### src/rtl/mem_fill_pkg.sv
// Shared types and the fill-pattern function for mem_fill, also usable by checkers.
package mem_fill_pkg;

    // Widest ADDR_W/DATA_W the pattern function handles; callers truncate the result.
    localparam int MAX_W = 32;

    typedef enum logic [1:0] {
        MODE_IDENT = 2'd0,
        MODE_CONST = 2'd1,
        MODE_DESC  = 2'd2,
        MODE_XOR   = 2'd3
    } mode_t;

    typedef enum logic [1:0] {
        IDLE = 2'd0,
        FILL = 2'd1,
        DONE = 2'd2
    } state_t;

    // Data word for counter value cnt; modulo-2**MAX_W arithmetic keeps truncation exact.
    function automatic logic [MAX_W-1:0] fill_pattern(
        input mode_t            mode,
        input logic [MAX_W-1:0] cnt,
        input logic [MAX_W-1:0] fill,
        input logic [MAX_W-1:0] depth
    );
        logic [MAX_W-1:0] data;
        case (mode)
            MODE_IDENT: data = cnt;
            MODE_CONST: data = fill;
            MODE_DESC:  data = depth - MAX_W'(1) - cnt;
            default:    data = cnt ^ fill;
        endcase
        return data;
    endfunction

endpackage

### src/rtl/mem_fill_if.sv
// Start/config request and memory write port of mem_fill; the block itself is the slave.
interface mem_fill_if
    import mem_fill_pkg::*;
#(
    parameter int ADDR_W = 8,
    parameter int DATA_W = 8
);
    logic              en;
    mode_t             mode;
    logic [DATA_W-1:0] fill;
    logic              stall;
    logic              rdy;
    logic [ADDR_W-1:0] addr;
    logic [DATA_W-1:0] wrdata;
    logic              wren;
    logic              done;

    modport master (
        output en, mode, fill, stall,
        input  rdy, addr, wrdata, wren, done
    );

    modport slave (
        input  en, mode, fill, stall,
        output rdy, addr, wrdata, wren, done
    );
endinterface

### src/rtl/mem_fill.sv
// Fills DEPTH consecutive words starting at address 0 with a selectable pattern,
// one word per non-stalled cycle, then pulses done for one cycle.
module mem_fill
    import mem_fill_pkg::*;
#(
    parameter int ADDR_W = 8,
    parameter int DATA_W = 8,
    parameter int DEPTH  = 256
) (
    input logic       clk,
    input logic       rst_n,
    mem_fill_if.slave bus
);

    localparam logic [ADDR_W-1:0] LAST = ADDR_W'(DEPTH - 1);

    state_t            state;
    state_t            state_next;
    logic [ADDR_W-1:0] cnt;
    mode_t             mode_q;
    logic [DATA_W-1:0] fill_q;
    logic              start;
    logic              last;
    logic [DATA_W-1:0] pattern;

    logic              rdy;
    logic              wren;
    logic              done;
    logic [ADDR_W-1:0] addr;
    logic [DATA_W-1:0] wrdata;

    assign last    = (cnt == LAST);
    assign pattern = DATA_W'(fill_pattern(mode_q, MAX_W'(cnt), MAX_W'(fill_q), MAX_W'(DEPTH)));

    // NOTE: state registers use non-blocking assignments so every flop samples
    // pre-edge values regardless of statement order.
    always_ff @(posedge clk or negedge rst_n) begin
        if (!rst_n) begin
            state  <= IDLE;
            cnt    <= '0;
            mode_q <= MODE_IDENT;
            fill_q <= '0;
        end else begin
            state <= state_next;
            if (start) begin
                cnt    <= '0;
                mode_q <= bus.mode;
                fill_q <= bus.fill;
            end else if (wren && !last) begin
                cnt <= cnt + ADDR_W'(1);
            end
        end
    end

    // NOTE: every signal assigned here gets a default first, so no path leaves
    // one unassigned and no latch is inferred.
    always_comb begin
        state_next = state;
        start      = 1'b0;
        rdy        = 1'b0;
        wren       = 1'b0;
        done       = 1'b0;
        addr       = '0;
        wrdata     = '0;
        unique case (state)
            IDLE: begin
                rdy = 1'b1;
                if (bus.en) begin
                    start      = 1'b1;
                    state_next = FILL;
                end
            end
            FILL: begin
                addr   = cnt;
                wrdata = pattern;
                wren   = !bus.stall;
                // Leave only once the last word is actually written.
                if (wren && last) begin
                    state_next = DONE;
                end
            end
            DONE: begin
                done       = 1'b1;
                state_next = IDLE;
            end
            default: state_next = IDLE;
        endcase
    end

    assign bus.rdy    = rdy;
    assign bus.wren   = wren;
    assign bus.done   = done;
    assign bus.addr   = addr;
    assign bus.wrdata = wrdata;

endmodule
### src/flat_wrapper.sv
// flat-port wrapper written by rule: the top's interface ports become plain ports
module mem_fill_flat import mem_fill_pkg::*;
#(
    parameter int ADDR_W = 8,
    parameter int DATA_W = 8,
    parameter int DEPTH  = 256
)
  (clk, rst_n, bus_en, bus_mode, bus_fill, bus_stall, bus_rdy, bus_addr, bus_wrdata, bus_wren, bus_done);
  mem_fill_if #(.ADDR_W(ADDR_W), .DATA_W(DATA_W)) bus_i ();
  input logic clk;
  input logic rst_n;
  input wire logic [$bits(bus_i.en)-1:0] bus_en;
  input wire logic [$bits(bus_i.mode)-1:0] bus_mode;
  input wire logic [$bits(bus_i.fill)-1:0] bus_fill;
  input wire logic [$bits(bus_i.stall)-1:0] bus_stall;
  output wire logic [$bits(bus_i.rdy)-1:0] bus_rdy;
  output wire logic [$bits(bus_i.addr)-1:0] bus_addr;
  output wire logic [$bits(bus_i.wrdata)-1:0] bus_wrdata;
  output wire logic [$bits(bus_i.wren)-1:0] bus_wren;
  output wire logic [$bits(bus_i.done)-1:0] bus_done;
  assign bus_i.en = bus_en;
  assign bus_i.mode = bus_mode;
  assign bus_i.fill = bus_fill;
  assign bus_i.stall = bus_stall;
  assign bus_rdy = bus_i.rdy;
  assign bus_addr = bus_i.addr;
  assign bus_wrdata = bus_i.wrdata;
  assign bus_wren = bus_i.wren;
  assign bus_done = bus_i.done;
  mem_fill #(.ADDR_W(ADDR_W), .DATA_W(DATA_W), .DEPTH(DEPTH)) u_core (.clk(clk), .rst_n(rst_n), .bus(bus_i));
endmodule
### config.mk
export PLATFORM = sky130hd
export DESIGN_NAME = mem_fill_flat
export DESIGN_NICKNAME = d
export VERILOG_FILES = /design/src/rtl/mem_fill_pkg.sv /design/src/rtl/mem_fill_if.sv /design/src/rtl/mem_fill.sv /design/src/flat_wrapper.sv
export SDC_FILE = /design/constraint.sdc
export NUM_CORES = 1
export LEC_CHECK = 0
export ABC_AREA = 1
export CAP_MARGIN = 20
export CORE_MARGIN = 5
export CORE_UTILIZATION = 44
export CTS_CLUSTER_SIZE = 14
export DETAILED_ROUTE_END_ITERATION = 16
export PLACE_DENSITY = 0.76
export SLEW_MARGIN = 5
export SYNTH_ARGS = -nofsm -noshare
export SYNTH_HDL_FRONTEND = slang
export SYNTH_SLANG_ARGS = --single-unit
### constraint.sdc
create_clock -name clk -period 1.3 [get_ports clk]
set_input_delay 0.26 -clock clk [delete_from_list [all_inputs] [get_ports clk]]
set_output_delay 0.26 -clock clk [all_outputs]
set_load 0.05 [all_outputs]
**Run 1: supply network**

The bar under the picture is 20 µm long. Pins as bars on the die edge.
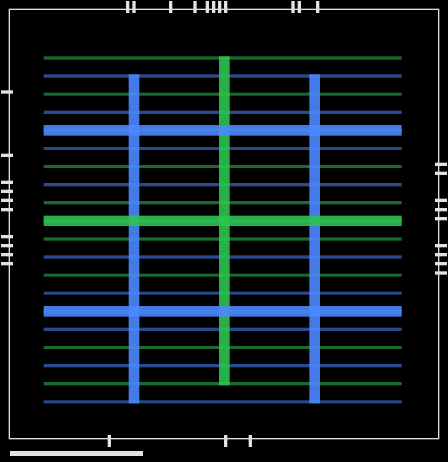
[VDD] green
[VSS] blue
met4 straps: 3
met5 straps: 3
rows: 19
signal pins: 33
maximum resistive drop on vdd: 2.70 mV
DIE WIDTH: 64.3 µm
core region area: 2780 µm²
Die Y: 64.3 µm

**Run 1: cell classes on the final placement**

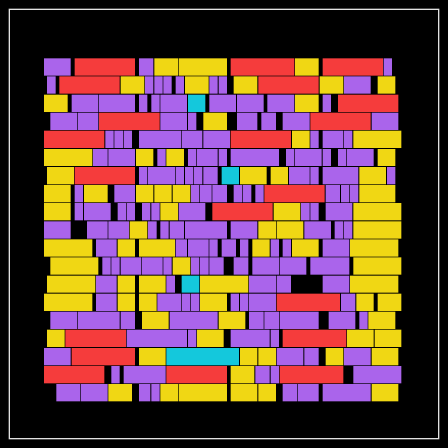
[remaining buffers and delay cells] yellow | cells: 74 | share of their area: 33%
[clock drivers and dummy loads] cyan | cells: 4 | share of their area: 2.0%
[registers] red | cells: 20 | share of their area: 20%
[remaining logic cells] purple | cells: 154 | share of their area: 45%

**Run 1: I/O nets highlighted**

The bar under the picture is 20 µm long.
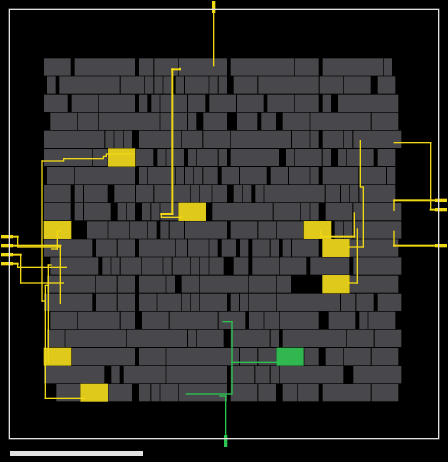
[bus_wren] green | bits: 1 | direction: output | edge: south | end cells: 1 | buffers: 1 | wire: 33.4 µm
[bus_addr] yellow | bits: 8 | direction: output | edge: 4 west, 3 east, 1 north | end cells: 8 | buffers: 8 | wire: 231 µm

==> reports/notes.md, run 1 <==
The run gives 1.16 nW as the leakage power total. Critical path start-end classification: flop to output pin. The areal power density over the cells is 1870 nW/µm².

The run gives 74 for the buffer count excluding the clock tree in the final layout. During placement, the flow inserted port buffers numbering 32. The run gives 1.04 ns as the worst path required time. The logs give 0.385 for the register share after synthesis and 3.37 mW for the combinational power.

The biggest area contributor in the post-synthesis netlist is sky130_fd_sc_hd__dfrtp_1. The clock network fraction of design power was 0.110. The run gives 527 MHz as the fmax. Checking hold timing, the worst path is listed with class input pin to async pin. The maximum net fanout on the critical path is 8. Routing usage on met3: 0.0455. The tools report the relative slew slack as 0.792.

For this design, Yosys synthesis ends with a cell count of 179. The number of warnings reported in the stage logs is 29. With the non-clock buffer contribution to total cell area at 0.325, the post-CTS repair timing setup buffer count is 14. The routed layout reports a DRC error count of 0. H-tree level count: 1. Per the placement report, the placed cell count is 254.

Sequential cells placed in the final layout were counted as 20. The run gives 20 for the synthesized flop and latch total. The post-synthesis cell area was 1300 µm². The tools report the root buffer cell as sky130_fd_sc_hd__clkbuf_4. Pre-CTS setup slack: -0.211 ns. The final reports fail on negative setup slack. Setup repair after global routing could not meet its margin everywhere. Sorting the synthesis cell report by count puts at the top sky130_fd_sc_hd__nand2_1. Following the worst setup path forward leads to its endpoint at bus_wrdata[2]. The switching part of the total was 0.494.

With the number of buffers inserted for hold repair after clock tree synthesis at 0, the number of multi-input combinational cells in the layout is 138. The post-synth count of flops with an enable pin is 0. The routed design shows a wire length per standard cell of 20.9 µm. Per the area breakdown, the dominant cell category is logic gates. Ranking logic cells in the layout by count gives the top entries sky130_fd_sc_hd__nand2_1 (45), sky130_fd_sc_hd__buf_4 (25), sky130_fd_sc_hd__nor2_4 (24), sky130_fd_sc_hd__buf_6 (20), sky130_fd_sc_hd__dfrtp_1 (15). In the final report, the number of endpoints failing setup comes to 38.

For reference, the placement row count at floorplan is 19. Clock buffer instance count of the final layout: 3. The footprint of the flip-flops and latches was 507 µm².

The run finished, with violations left. The worst path setup slack after routing was -0.599 ns; the multi-input gate area in the final layout was 1100 µm². Fraction of standard cell area that is sequential: 0.193.

The run gives 0.293 ns as the worst hold slack. The number of search-and-repair iterations in the first detailed-routing pass was 4. The synthesis report lists the most area-consuming cells as sky130_fd_sc_hd__dfrtp_1 (39%), sky130_fd_sc_hd__nand2_1 (16%), sky130_fd_sc_hd__nor2_1 (9.8%). According to the CTS report, the clock sink count is 20.

The routing usage on met2 is 0.381. The part of the total power dissipated in sequential elements was 0.204. The number of cell instances on the worst register-to-register path came out at 11. Async set-or-reset flop fraction in the synthesized netlist: 1.00. The final cycle utilization of the critical path works out to 1.46. For the met2 layer wire length in the routed design, the log shows 3050 µm. The overall routing resource usage was 0.220. For this run the aggregate overflow at the end of global routing stands at 0. In this run, power in the clock network comes to 0.540 mW. Launching element of the worst setup path: u_core.mode_q[1]$_DFFE_PN0P_.
## run 1: critical path: cells and delay by family, from the launching register on
kind                   cells  cell delay [ns]
and+or+nand+nor            3             0.46
AOI/OAI and AO/OA          1             0.23
buffers and inverters      1             0.15
DFF                        1             0.47
## run 1: logic make-up after synthesis
logic type	share of synthesized area
AND/OR/NAND/NOR	0.363
multiplexers	0.0780
XOR/XNOR	0.0202
flip-flops	0.385
adder cells (fa/ha/maj)	0.00963
buffers and inverters	0.0751
AND-OR/OR-AND	0.0684
## run 1: flip-flops by register name, indices dropped and copies added, names as in the netlist
signal	cells
u_core.cnt	8
u_core.mode_q	2
u_core.fill_q	8
u_core.state	2
==> inputs of run 2 (changes only) <==
CTS_CLUSTER_SIZE = default   (was 14)
**Run 2: placement density heat map**

The bar under the picture is 20 µm long. The die is cut into 6 by 6 equal tiles; black is low, pale yellow is high, 0 to 100% covered.
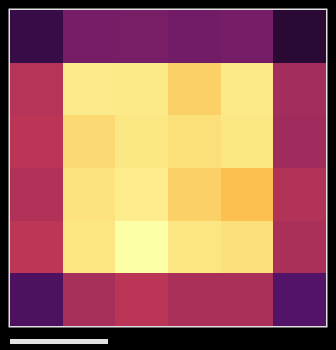
mean over tiles: 63%
densest ninth of the die: center
fullest tile: 100%
tiles over 75% full: 44%
core utilization before placement: 0.467
Post-Route Utilization: 0.945

**Run 2: cell classes on the final placement**

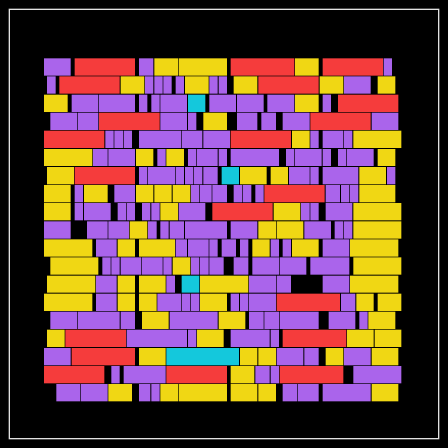
[remaining logic cells] purple | cells: 154 | share of their area: 45%
[remaining buffers and delay cells] yellow | cells: 74 | share of their area: 33%
[clock drivers and dummy loads] cyan | cells: 4 | share of their area: 2.0%
[registers] red | cells: 20 | share of their area: 20%
# rows: 19
Post-Layout Inst Area: 2630 µm²
flip-flop and latch share of the layout cell area: 0.193

==> run 2 against run 1 <==
  * The run still ends with negative setup slack left
  * Cell count stayed put
  * Worst setup slack did not move
  * Wire length stayed put
  * Fmax unchanged
  * Final area unchanged
  * Clock skew did not move
  * Clock power about the same
  * Non-clock buffer count is the same
==> reports/notes.md, run 2 <==
Detailed routing inserted a total of 1,643 vias. For the accumulated negative setup slack, the log shows -11.91 ns. The run gives 1300 µm² as the yosys synthesis chip area. The register share after synthesis came out at 0.385. Looking at the clock tree report, the maximum root-to-sink buffer count equals 2. The launching element of the worst setup path is u_core.mode_q[1]$_DFFE_PN0P_. The most numerous cell in the Yosys netlist was sky130_fd_sc_hd__nand2_1. Routed signal wires occupy layers up through met4. The path category of the worst min-delay check was input pin to async pin. By instance count after routing, the leading logic cell types are sky130_fd_sc_hd__nand2_1 (45), sky130_fd_sc_hd__buf_4 (25), sky130_fd_sc_hd__nor2_4 (24), sky130_fd_sc_hd__buf_6 (20), sky130_fd_sc_hd__dfrtp_1 (15). The total number of warnings across the stage logs was 29.

The synthesized netlist occupies a cell area of 1300 µm². The leakage power total came out at 1.16 nW. The final cell count without fillers came out at 283.

Met2 layer wire length in the routed design: 3050 µm. For the total DRC errors in the routed layout, the log shows 0. The clock network power reported by the tool is 0.540 mW. The timing report attributes the biggest portion of critical-path delay to flip-flops. Post-CTS clock slew at the launch and capture registers of the worst setup and hold paths: 0.13 ns. In the routed layout, each cell is associated on average with a via count of 5.81.

The tools report the area of the core as 2780 µm². The capturing element of the worst setup path is bus_wrdata[2]. Once detail routing completed, the nets flagged for antenna violations numbered 0.

The die is 64.3 µm tall. Looking at area per cell type in the netlist, the leader is sky130_fd_sc_hd__dfrtp_1. The arrival time of data at the worst endpoint is listed as 1.64 ns.

The endpoint of the lowest-slack register-to-register path was u_core.cnt[6]$_DFFE_PN0P_. The number of cells on the worst reg-to-reg path is 11. Max fanout on the critical path was recorded as 8. The post-synth tally of flip-flops with integrated enable came out at 0. The tools report the root buffer cell as sky130_fd_sc_hd__clkbuf_4. In this run, post-CTS repair resized a total of 43 instances. The max-cap violation count is 0, and the setup slack on the worst flop-to-flop path is -0.25 ns. The switching part of the total is 0.494. The critical path runs through a total of 5 cells. The width of the die was 64.3 µm. The run gives 0 as the total congestion overflow. The combined buffer and inverter count along the critical path is 1. Warnings reported by Yosys during synthesis add up to 0. Setup repair after global routing could not meet its margin everywhere.

For this run, the top clock speed supported by timing is 527 MHz. The routed design has 5920 µm of wire. Data on the critical path is required at its endpoint by 1.04 ns. The pre-CTS setup slack is -0.211 ns. The critical path's slowest cell was sky130_fd_sc_hd__dfrtp_2. Hold is met by 0.293 ns. After synthesis, the design contains 179 cells according to Yosys.

Routing usage on met3: 0.0455. The tools report the part of the total power dissipated in sequential elements as 0.204. TritonCTS built the clock tree. The net count after synthesis came out at 194. The synthesized flop and latch total is 20, and the power in sequential cells is 1.00 mW. TritonCTS reports the number of clock sinks as 20. The routing usage on met2 was 0.381; the H-tree level count was 1. The number of buffers inserted for hold repair after clock tree synthesis was 0; the relative slew slack was 0.792. The report lists the cells along the critical path as nor2_4 -> nand2_1 -> a21oi_2 -> nor2_4 -> buf_6. Per the TritonCTS log, the buffer count is 3. The number of setup buffers added after CTS is 14. Setup-violating endpoint count in the final report: 38. The violation tally recorded at the end of detailed-routing iteration 0 is 129. After synthesis, the cell types taking the most area are sky130_fd_sc_hd__dfrtp_1 (39%), sky130_fd_sc_hd__nand2_1 (16%), sky130_fd_sc_hd__nor2_1 (9.8%).

The largest single stage delay on the critical path is 0.47 ns. The clock reaches the later pin of the worst-skew pair after 0.32 ns. The logs give 2070 µm for the post-route met1 wirelength and 3.37 mW for the combinational power. The largest registers in the layout are u_core.cnt (8), u_core.fill_q (8). The worst setup path is of the flop to output pin kind. For the wire length of the first global-routing pass, the log shows 7290 µm. The tools report the number of search-and-repair iterations in the first detailed-routing pass as 4.

The run gives 254 as the number of placed cells counting well taps. The run gives -0.599 ns for the worst path setup slack after routing. By instance count after routing, the leading logic cell type is sky130_fd_sc_hd__nand2_1. The async set-or-reset flop fraction in the synthesized netlist was 1.00; the average routed wire per standard cell was 20.9 µm. The flow ran to the end, but the final reports show violations. The run gives 0.110 as the clock network fraction of design power. The final reports fail on negative setup slack. The count of filler cells inserted in the layout is 86, and the highest ir drop seen on vdd is 2.70 mV.

The overall routing resource usage is 0.220, and the number of unique standard cell types used by synthesis is 23. The final cycle utilization of the critical path came out at 1.46. The script computed a power per unit cell area of 1870 nW/µm².
**Run 2: I/O nets highlighted**

The bar under the picture is 20 µm long.
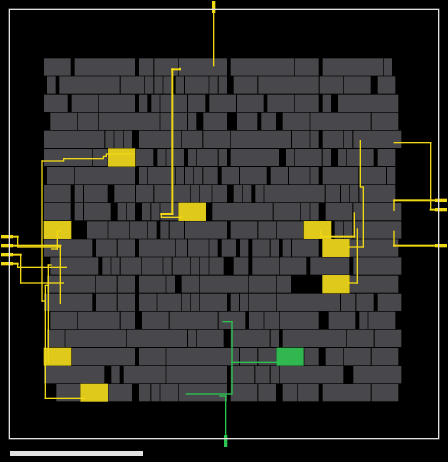
[bus_wren] green | bits: 1 | direction: output | edge: south | end cells: 1 | buffers: 1 | wire: 33.4 µm
[bus_addr] yellow | bits: 8 | direction: output | edge: 4 west, 3 east, 1 north | end cells: 8 | buffers: 8 | wire: 231 µm
# IOs: 33
count of input and output buffers: 32

==> run 2: cell counts in the layout (fill, tap and decap cells not counted) <==
Identical to the previous run, type by type.
==> run 2: area by class of cell <==
| type | count | area, µm² | share of cell area |
|---|---|---|---|
| well taps | 31 | 38.8 | 0.0148 |
| repair buffers | 74 | 853 | 0.325 |
| clock inverters | 1 | 30.0 | 0.0114 |
| flip-flops and latches | 20 | 507 | 0.193 |
| multi-input cells | 138 | 1100 | 0.417 |
| inverters | 16 | 80.1 | 0.0305 |
| clock buffers | 3 | 22.5 | 0.00857 |
==> run 2: cells by family after synthesis <==
kind of cell    count (synthesis)  share of synthesized area
simple gates                  110                      0.363
buf+inv                        22                     0.0751
flops                          20                      0.385
compound gates                 14                     0.0684
mux                             9                     0.0780
xor+xnor                        3                     0.0202
fa+ha+maj                       1                    0.00963
Power and IR drop assume default switching activity.
